File: src/rtl/poly_horner_pipe_if.sv
// -----------------------------------------------------------------------------
// poly_horner_pipe_if
// Sample and result bundle for the pipelined Horner polynomial evaluator.
//   enable         : pipeline advance; low freezes every register
//   in_valid       : x_argu / coef_in carry a sample this cycle
//   x_argu         : signed x argument
//   coef_in        : packed coefficients, a_k at [k*DATA_WIDTH +: DATA_WIDTH]
//   out_valid      : evaluation_out carries a fresh result
//   evaluation_out : signed p(x)
//   sat_out        : some stage clipped while evaluating this result
// master = sample source / result sink, slave = evaluator.
// -----------------------------------------------------------------------------
interface poly_horner_pipe_if #(
  parameter int DATA_WIDTH = 16,
  parameter int ORDER      = 2
);
  logic                            enable;
  logic                            in_valid;
  logic [DATA_WIDTH-1:0]           x_argu;
  logic [(ORDER+1)*DATA_WIDTH-1:0] coef_in;
  logic                            out_valid;
  logic [DATA_WIDTH-1:0]           evaluation_out;
  logic                            sat_out;

  modport master (
    output enable, in_valid, x_argu, coef_in,
    input  out_valid, evaluation_out, sat_out
  );

  modport slave (
    input  enable, in_valid, x_argu, coef_in,
    output out_valid, evaluation_out, sat_out
  );
endinterface

File: src/rtl/poly_horner_pipe.sv
// -----------------------------------------------------------------------------
// poly_horner_pipe
// Fixed-point polynomial evaluator p(x) = a_N*x^N + ... + a_0 built as a fully
// pipelined Horner chain: a load stage, ORDER multiply-accumulate stages and an
// output register. One sample per enabled cycle, latency ORDER+1 enabled edges.
//   clk_in : rising-edge clock
//   rst_in : synchronous active-high reset, wins over enable
//   bus    : slave side of poly_horner_pipe_if (enable, sample in, result out)
// Formats: x is Q(I_widthX), coefficients Q(I_widthCoef), accumulators and the
// result Q(I_widthOut), all DATA_WIDTH wide and signed.
// -----------------------------------------------------------------------------
module poly_horner_pipe #(
  parameter int DATA_WIDTH  = 16,
  parameter int ORDER       = 2,
  parameter int I_widthX    = 2,
  parameter int I_widthCoef = 7,
  parameter int I_widthOut  = 6
) (
  input logic               clk_in,
  input logic               rst_in,
  poly_horner_pipe_if.slave bus
);
  localparam int W  = DATA_WIDTH;
  localparam int N  = ORDER;
  localparam int FX = DATA_WIDTH - I_widthX;
  localparam int FC = DATA_WIDTH - I_widthCoef;
  localparam int FO = DATA_WIDTH - I_widthOut;
  // Wide enough that product, rounding and coefficient alignment never wrap,
  // so saturation sees the exact mathematical sum.
  localparam int WW = 2 * W + 2;
  // Coefficient alignment is either a plain left shift or a rounded right shift.
  localparam int SHL    = (FO >= FC) ? FO - FC : 0;
  localparam int SHR    = (FC > FO) ? FC - FO : 0;
  localparam int SHR_M1 = (SHR > 0) ? SHR - 1 : 0;

  typedef logic signed [W-1:0]  word_t;
  typedef logic signed [WW-1:0] wide_t;
  typedef struct packed {
    logic         clip;
    logic [W-1:0] val;
  } sat_t;

  localparam wide_t MAXV  = {{(WW-W+1){1'b0}}, {(W-1){1'b1}}};
  localparam wide_t MINV  = {{(WW-W+1){1'b1}}, {(W-1){1'b0}}};
  localparam wide_t RND_X = wide_t'(1) << (FX - 1);
  localparam wide_t RND_A = (SHR > 0) ? (wide_t'(1) << SHR_M1) : '0;

  if (ORDER < 1 || ORDER > 8 || I_widthX >= DATA_WIDTH ||
      I_widthCoef >= DATA_WIDTH || I_widthOut >= DATA_WIDTH) begin : g_param_check
    $error("poly_horner_pipe: ORDER must be 1..8 and every I_width* below DATA_WIDTH");
  end

  function automatic wide_t sext(input word_t v);
    return {{(WW-W){v[W-1]}}, v};
  endfunction

  // Coefficient moved from FC to FO fraction bits, rounding half up.
  function automatic wide_t align(input word_t a);
    return ((sext(a) <<< SHL) + RND_A) >>> SHR;
  endfunction

  function automatic sat_t clip_to_word(input wide_t v);
    sat_t r;
    if (v > MAXV) begin
      r.clip = 1'b1;
      r.val  = MAXV[W-1:0];
    end else if (v < MINV) begin
      r.clip = 1'b1;
      r.val  = MINV[W-1:0];
    end else begin
      r.clip = 1'b0;
      r.val  = v[W-1:0];
    end
    return r;
  endfunction

  // One Horner step: sat(round(acc * x, FX) + align(a)).
  function automatic sat_t mac(input word_t acc, input word_t x, input word_t a);
    wide_t prod;
    prod = sext(acc) * sext(x);
    return clip_to_word(((prod + RND_X) >>> FX) + align(a));
  endfunction

  // Stage k register set: acc_q[k], valid_q[k], sat_q[k]. x_q[k] and coef_q[k]
  // are the sample's x and low coefficients delayed to line up with acc_q[k].
  word_t acc_q   [N+1];
  logic  valid_q [N+1];
  logic  sat_q   [N+1];
  word_t x_q     [N];
  word_t coef_q  [N][N];

  logic  out_valid_q;
  word_t eval_q;
  logic  sat_out_q;

  sat_t head;
  sat_t stage_res [N];

  always_comb begin
    // NOTE: every variable written here is fully assigned on every pass, so no
    // latch can be inferred; new combinational outputs need the same treatment.
    head = clip_to_word(align(word_t'(bus.coef_in[N*W +: W])));
    for (int k = 1; k <= N; k++) begin
      stage_res[k-1] = mac(acc_q[k-1], x_q[k-1], coef_q[k-1][N-k]);
    end
  end

  always_ff @(posedge clk_in) begin
    if (rst_in) begin
      // NOTE: data registers are cleared along with the valid bits so nothing
      // undefined is ever clocked toward evaluation_out after reset.
      for (int k = 0; k <= N; k++) begin
        acc_q[k]   <= '0;
        valid_q[k] <= 1'b0;
        sat_q[k]   <= 1'b0;
      end
      for (int k = 0; k < N; k++) begin
        x_q[k] <= '0;
        for (int i = 0; i < N; i++) coef_q[k][i] <= '0;
      end
      out_valid_q <= 1'b0;
      eval_q      <= '0;
      sat_out_q   <= 1'b0;
    end else if (bus.enable) begin
      // NOTE: non-blocking assignments make every stage read its neighbour's
      // value from before this edge, which is what keeps samples apart.
      valid_q[0] <= bus.in_valid;
      acc_q[0]   <= head.val;
      sat_q[0]   <= head.clip;
      x_q[0]     <= bus.x_argu;
      for (int i = 0; i < N; i++) coef_q[0][i] <= word_t'(bus.coef_in[i*W +: W]);

      for (int k = 1; k <= N; k++) begin
        valid_q[k] <= valid_q[k-1];
        acc_q[k]   <= stage_res[k-1].val;
        sat_q[k]   <= sat_q[k-1] | stage_res[k-1].clip;
      end
      for (int k = 1; k < N; k++) begin
        x_q[k] <= x_q[k-1];
        for (int i = 0; i < N; i++) coef_q[k][i] <= coef_q[k-1][i];
      end

      // Result registers only move on valid samples; bubbles leave them holding.
      out_valid_q <= valid_q[N];
      if (valid_q[N]) begin
        eval_q    <= acc_q[N];
        sat_out_q <= sat_q[N];
      end
    end
  end

  assign bus.out_valid      = out_valid_q;
  assign bus.evaluation_out = eval_q;
  assign bus.sat_out        = sat_out_q;
endmodule
File: src/flat_wrapper.sv
// flat-port wrapper written by rule: the top's interface ports become plain ports
module poly_horner_pipe_flat 
#(
  parameter int DATA_WIDTH  = 16,
  parameter int ORDER       = 2,
  parameter int I_widthX    = 2,
  parameter int I_widthCoef = 7,
  parameter int I_widthOut  = 6
)
  (clk_in, rst_in, bus_enable, bus_in_valid, bus_x_argu, bus_coef_in, bus_out_valid, bus_evaluation_out, bus_sat_out);
  poly_horner_pipe_if #(.DATA_WIDTH(DATA_WIDTH), .ORDER(ORDER)) bus_i ();
  input logic clk_in;
  input logic rst_in;
  input wire logic [$bits(bus_i.enable)-1:0] bus_enable;
  input wire logic [$bits(bus_i.in_valid)-1:0] bus_in_valid;
  input wire logic [$bits(bus_i.x_argu)-1:0] bus_x_argu;
  input wire logic [$bits(bus_i.coef_in)-1:0] bus_coef_in;
  output wire logic [$bits(bus_i.out_valid)-1:0] bus_out_valid;
  output wire logic [$bits(bus_i.evaluation_out)-1:0] bus_evaluation_out;
  output wire logic [$bits(bus_i.sat_out)-1:0] bus_sat_out;
  assign bus_i.enable = bus_enable;
  assign bus_i.in_valid = bus_in_valid;
  assign bus_i.x_argu = bus_x_argu;
  assign bus_i.coef_in = bus_coef_in;
  assign bus_out_valid = bus_i.out_valid;
  assign bus_evaluation_out = bus_i.evaluation_out;
  assign bus_sat_out = bus_i.sat_out;
  poly_horner_pipe #(.DATA_WIDTH(DATA_WIDTH), .ORDER(ORDER), .I_widthX(I_widthX), .I_widthCoef(I_widthCoef), .I_widthOut(I_widthOut)) u_core (.clk_in(clk_in), .rst_in(rst_in), .bus(bus_i));
endmodule
File: config.mk
export PLATFORM = sky130hd
export DESIGN_NAME = poly_horner_pipe_flat
export DESIGN_NICKNAME = d
export VERILOG_FILES = /design/src/rtl/poly_horner_pipe_if.sv /design/src/rtl/poly_horner_pipe.sv /design/src/flat_wrapper.sv
export SDC_FILE = /design/constraint.sdc
export NUM_CORES = 2
export LEC_CHECK = 0
export CORE_MARGIN = 3
export CORE_UTILIZATION = 45
export DETAILED_ROUTE_END_ITERATION = 8
export MAX_ROUTING_LAYER = met4
export PLACE_DENSITY = 0.63
export SLEW_MARGIN = 30
export SYNTH_ARGS = -nofsm -noshare
export SYNTH_HDL_FRONTEND = slang
export SYNTH_SLANG_ARGS = --single-unit
export TNS_END_PERCENT = 5
File: constraint.sdc
create_clock -name clk_in -period 9.49 [get_ports clk_in]
set_input_delay 1.898 -clock clk_in [delete_from_list [all_inputs] [get_ports clk_in]]
set_output_delay 1.898 -clock clk_in [all_outputs]
set_load 0.02 [all_outputs]
**M2 wires**

Scale: 1.5 px per µm.
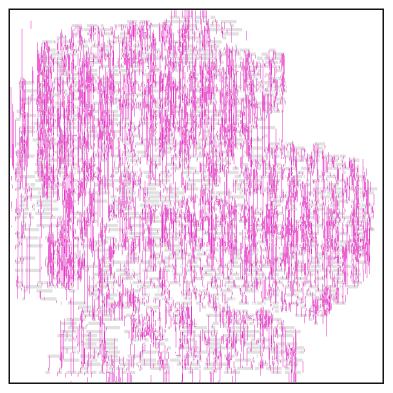
main direction: vertical
share of all routed wire: 50%
wire length on this layer: 31.9 mm
GR Util met2: 35.7%
final wirelength: 63300 µm
via count: 18400

==> flow_metrics.py <==
# Generated from Yosys and OpenROAD reports
metrics = {
    "synthesis": {
        "avgSynthCellArea_um2": 9.82,
        "ys_seq_share_pct": 16.6,
        "yosysCellCount": 2694,
        "ys_seq_elements": 152,
        "area_leaders": "fa_1, edfxtp_1, ha_1, inv_1, and2_1",
        "synth_top_area_share_pct": 40.6,
        "syn_area_um2": 26400,
        "ff_type": "edfxtp_1",
        "synthArstFlopShare_pct": 0,
        "fp_nets": 3493,
        "syn_inst": 2694,
        "enable_flop_cells": 134,
        "yosys-stat-area_um2": 26400,
        "yosysTopAreaCell": "fa_1",
        "top_cell": "inv_1",
        "common_cells": "inv_1, fa_1, and2_1",
    },
    "cts": {
        "cts-root-buf": "clkbuf_16",
        "cts_max_path_buffers": 2,
        "cts_inserted_buffers": 17,
        "postCtsHoldBufs": 0,
        "clkTransAtPathRegs_ns": 0.07,
        "htree_num_levels": 4,
        "cts_sinks": 152,
        "clk-insertion-delay-late_ns": 0.46,
        "cts_tree": "built",
    },
    "critical_path": {
        "critPathMaxStageDelay_ns": 0.66,
        "critPathMaxFanout": 15,
        "critPathKind": "flip-flop to flip-flop",
        "critical_path.endpoint_type": "flip-flop",
        "cp.required_ns": 9.83,
        "r2r_slack_ns": 0.40,
        "start_kind": "flip-flop",
        "crit_top_cell": "fa_1",
        "cp.arrival_ns": 9.43,
        "slowest_stage": "edfxtp_1",
    },
    "floorplanning": {
        "fp.dieW_um": 248,
        "die_h_um": 248,
        "pin_count": 86,
        "coreArea_um2": 57900,
        "initCoreUtil_pct": 45.7,
        "rows": 88,
        "die-area_um2": 61700,
    },
    "route": {
        "postRouteAntennaNets": 0,
        "drt_iter0_markers": 930,
        "dr.pass1.iters": 5,
        "drt-vias-per-instance": 5.15,
        "drcViolationCount": 0,
    },
    "place": {
        "gp_congestion": 0.922,
        "placed_cell_area_um2": 28200,
        "port_buffers": 85,
        "placedCellCount": 3487,
    },
    "sta": {
        "hold_viol": 0,
        "rsz0062_at_grt": "yes",
        "fin_skew_ns": 0.0159,
        "post-route-period-util_pct": 95.8,
        "period_minus_slack_ns": 9.09,
        "worstMarginPinSlew_ns": 0.843,
        "relSlewSlack_pct": 43.8,
        "drv_slew": 0,
        "final-setup-viol-count": 0,
    },
    "cells_and_area": {
        "drive_above_1_share_pct": 5.41,
        "num-nets-final": 3595,
        "layoutNonFillerInstCount": 3576,
        "n_fill_cell": 5339,
        "lay_top_count": "inv_1",
        "final_area_um2": 29400,
        "layout_top_cells": "inv_1, fa_1, and2_1, nand2_1, ha_1",
        "postLayoutCoreUtil_pct": 50.7,
        "area_growth_pct": 11.1,
    },
    "global_routing": {
        "grt_first_pass_wirelength_um": 104000,
        "grt_max_degree": 85,
        "antenna_found_initial": 0,
        "grt-ovfl-total": 0,
        "grt_pass1_vias": 19700,
        "grt_usage_pct": 21.8,
    },
    "job": {
        "drv_cap": 0,
        "warnings": 29,
    },
    "min_path": {
        "hold_class": "flip-flop to flip-flop",
        "hold_depth": 2,
    },
    "run_status": {
        "status": "completed",
    },
}
**Wires at chosen ports, followed through buffers**

Scale: 1.5 px per µm.
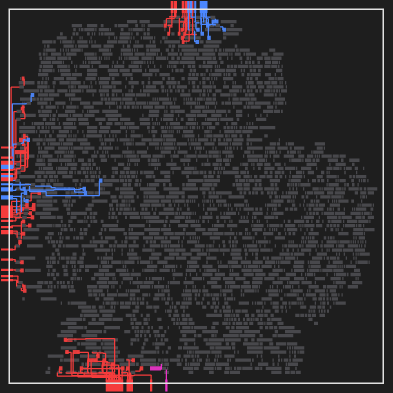
| colour | port | direction | edge | end cells | buffers | wire |
|---|---|---|---|---|---|---|
| red | bus_coef_in | input | 23 west, 17 south, 8 north | 50 | 48 | 1200 µm |
| magenta | bus_out_valid | output | south | 1 | 1 | 11.9 µm |
| blue | bus_x_argu | input | 8 west, 8 north | 16 | 16 | 439 µm |

==> critical path, delay by kind of cell (launching register included) <==
family | cells | cell delay [ns]
AND-OR/OR-AND | 12 | 2.41
XOR/XNOR | 2 | 0.30
adder cells (fa/ha/maj) | 8 | 3.86
buffers and inverters | 5 | 0.36
flip-flops | 1 | 0.66
AND/OR/NAND/NOR | 5 | 1.36
==> through the flow <==
step                hold WS, ns  setup TNS [ns]  worst slack, ns
floorplan                 0.471               0             1.02
global route              0.484           -1.71           -0.106
detailed placement        0.448          -0.527          -0.0602
finish                    0.456               0            0.397
CTS                       0.458               0           0.0108
global placement          0.445               0           0.0352
==> registers in the layout, indices dropped and copies added (netlist names) <==
register	flops
u_core.bus.evaluation_out	16
u_core.bus.sat_out	1
u_core.sat_q	3
u_core.bus.out_valid	1
u_core.coef_q	48
u_core.valid_q	3
u_core.acc_q	48
u_core.x_q	32
==> logic make-up (layout without fill, tap and decap cells) <==
logic type	count (synthesis)	in the layout	synth area share, %
xor+xnor	80	80	2.65
flops	152	152	16.6
compound gates	267	267	6.54
buf+inv	698	813	9.94
fa+ha+maj	731	731	49.8
other cells	0	2	0
simple gates	766	766	14.5
==> metal layers <==
metal	vias up	global-route usage, %	routed length [µm]
met5	-	-	0
met4	0	5.65	1370
met3	78	2.14	2370
met2	433	35.7	31900
met1	9517	29.3	27700
li1	8386	-	-
==> repair_timing <==
| action | 4_1_cts | 5_1_grt |
|---|---|---|
| buffers inserted | 6 | 49 |
| endpoints found under the hold margin | 0 | 0 |
| pin swaps | 0 | 2 |
| resized | 0 | 12 |
| endpoints found under the setup margin | 15 | 32 |
==> final cells by class <==
cell class	instances	area (µm²)	area share (%)
clock buffer	18	429	1.46
timing repair buffer	181	1710	5.81
clock inverter	14	160	0.545
tap	765	957	3.26
antenna	2	5.00	0.0170
sequential	152	4380	14.9
inverter	600	2250	7.67
multi-input combinational	1844	19500	66.3
==> final timing paths <==
kind | to | start
worst min register to register | u_core.bus.evaluation_out[1] | u_core.bus.evaluation_out[1]
worst min-delay path | u_core.bus.evaluation_out[1] | u_core.bus.evaluation_out[1]
worst max register to register | u_core.acc_q[2][2] | u_core.x_q[0][23]
worst max-delay path | u_core.acc_q[2][2] | u_core.x_q[0][23]
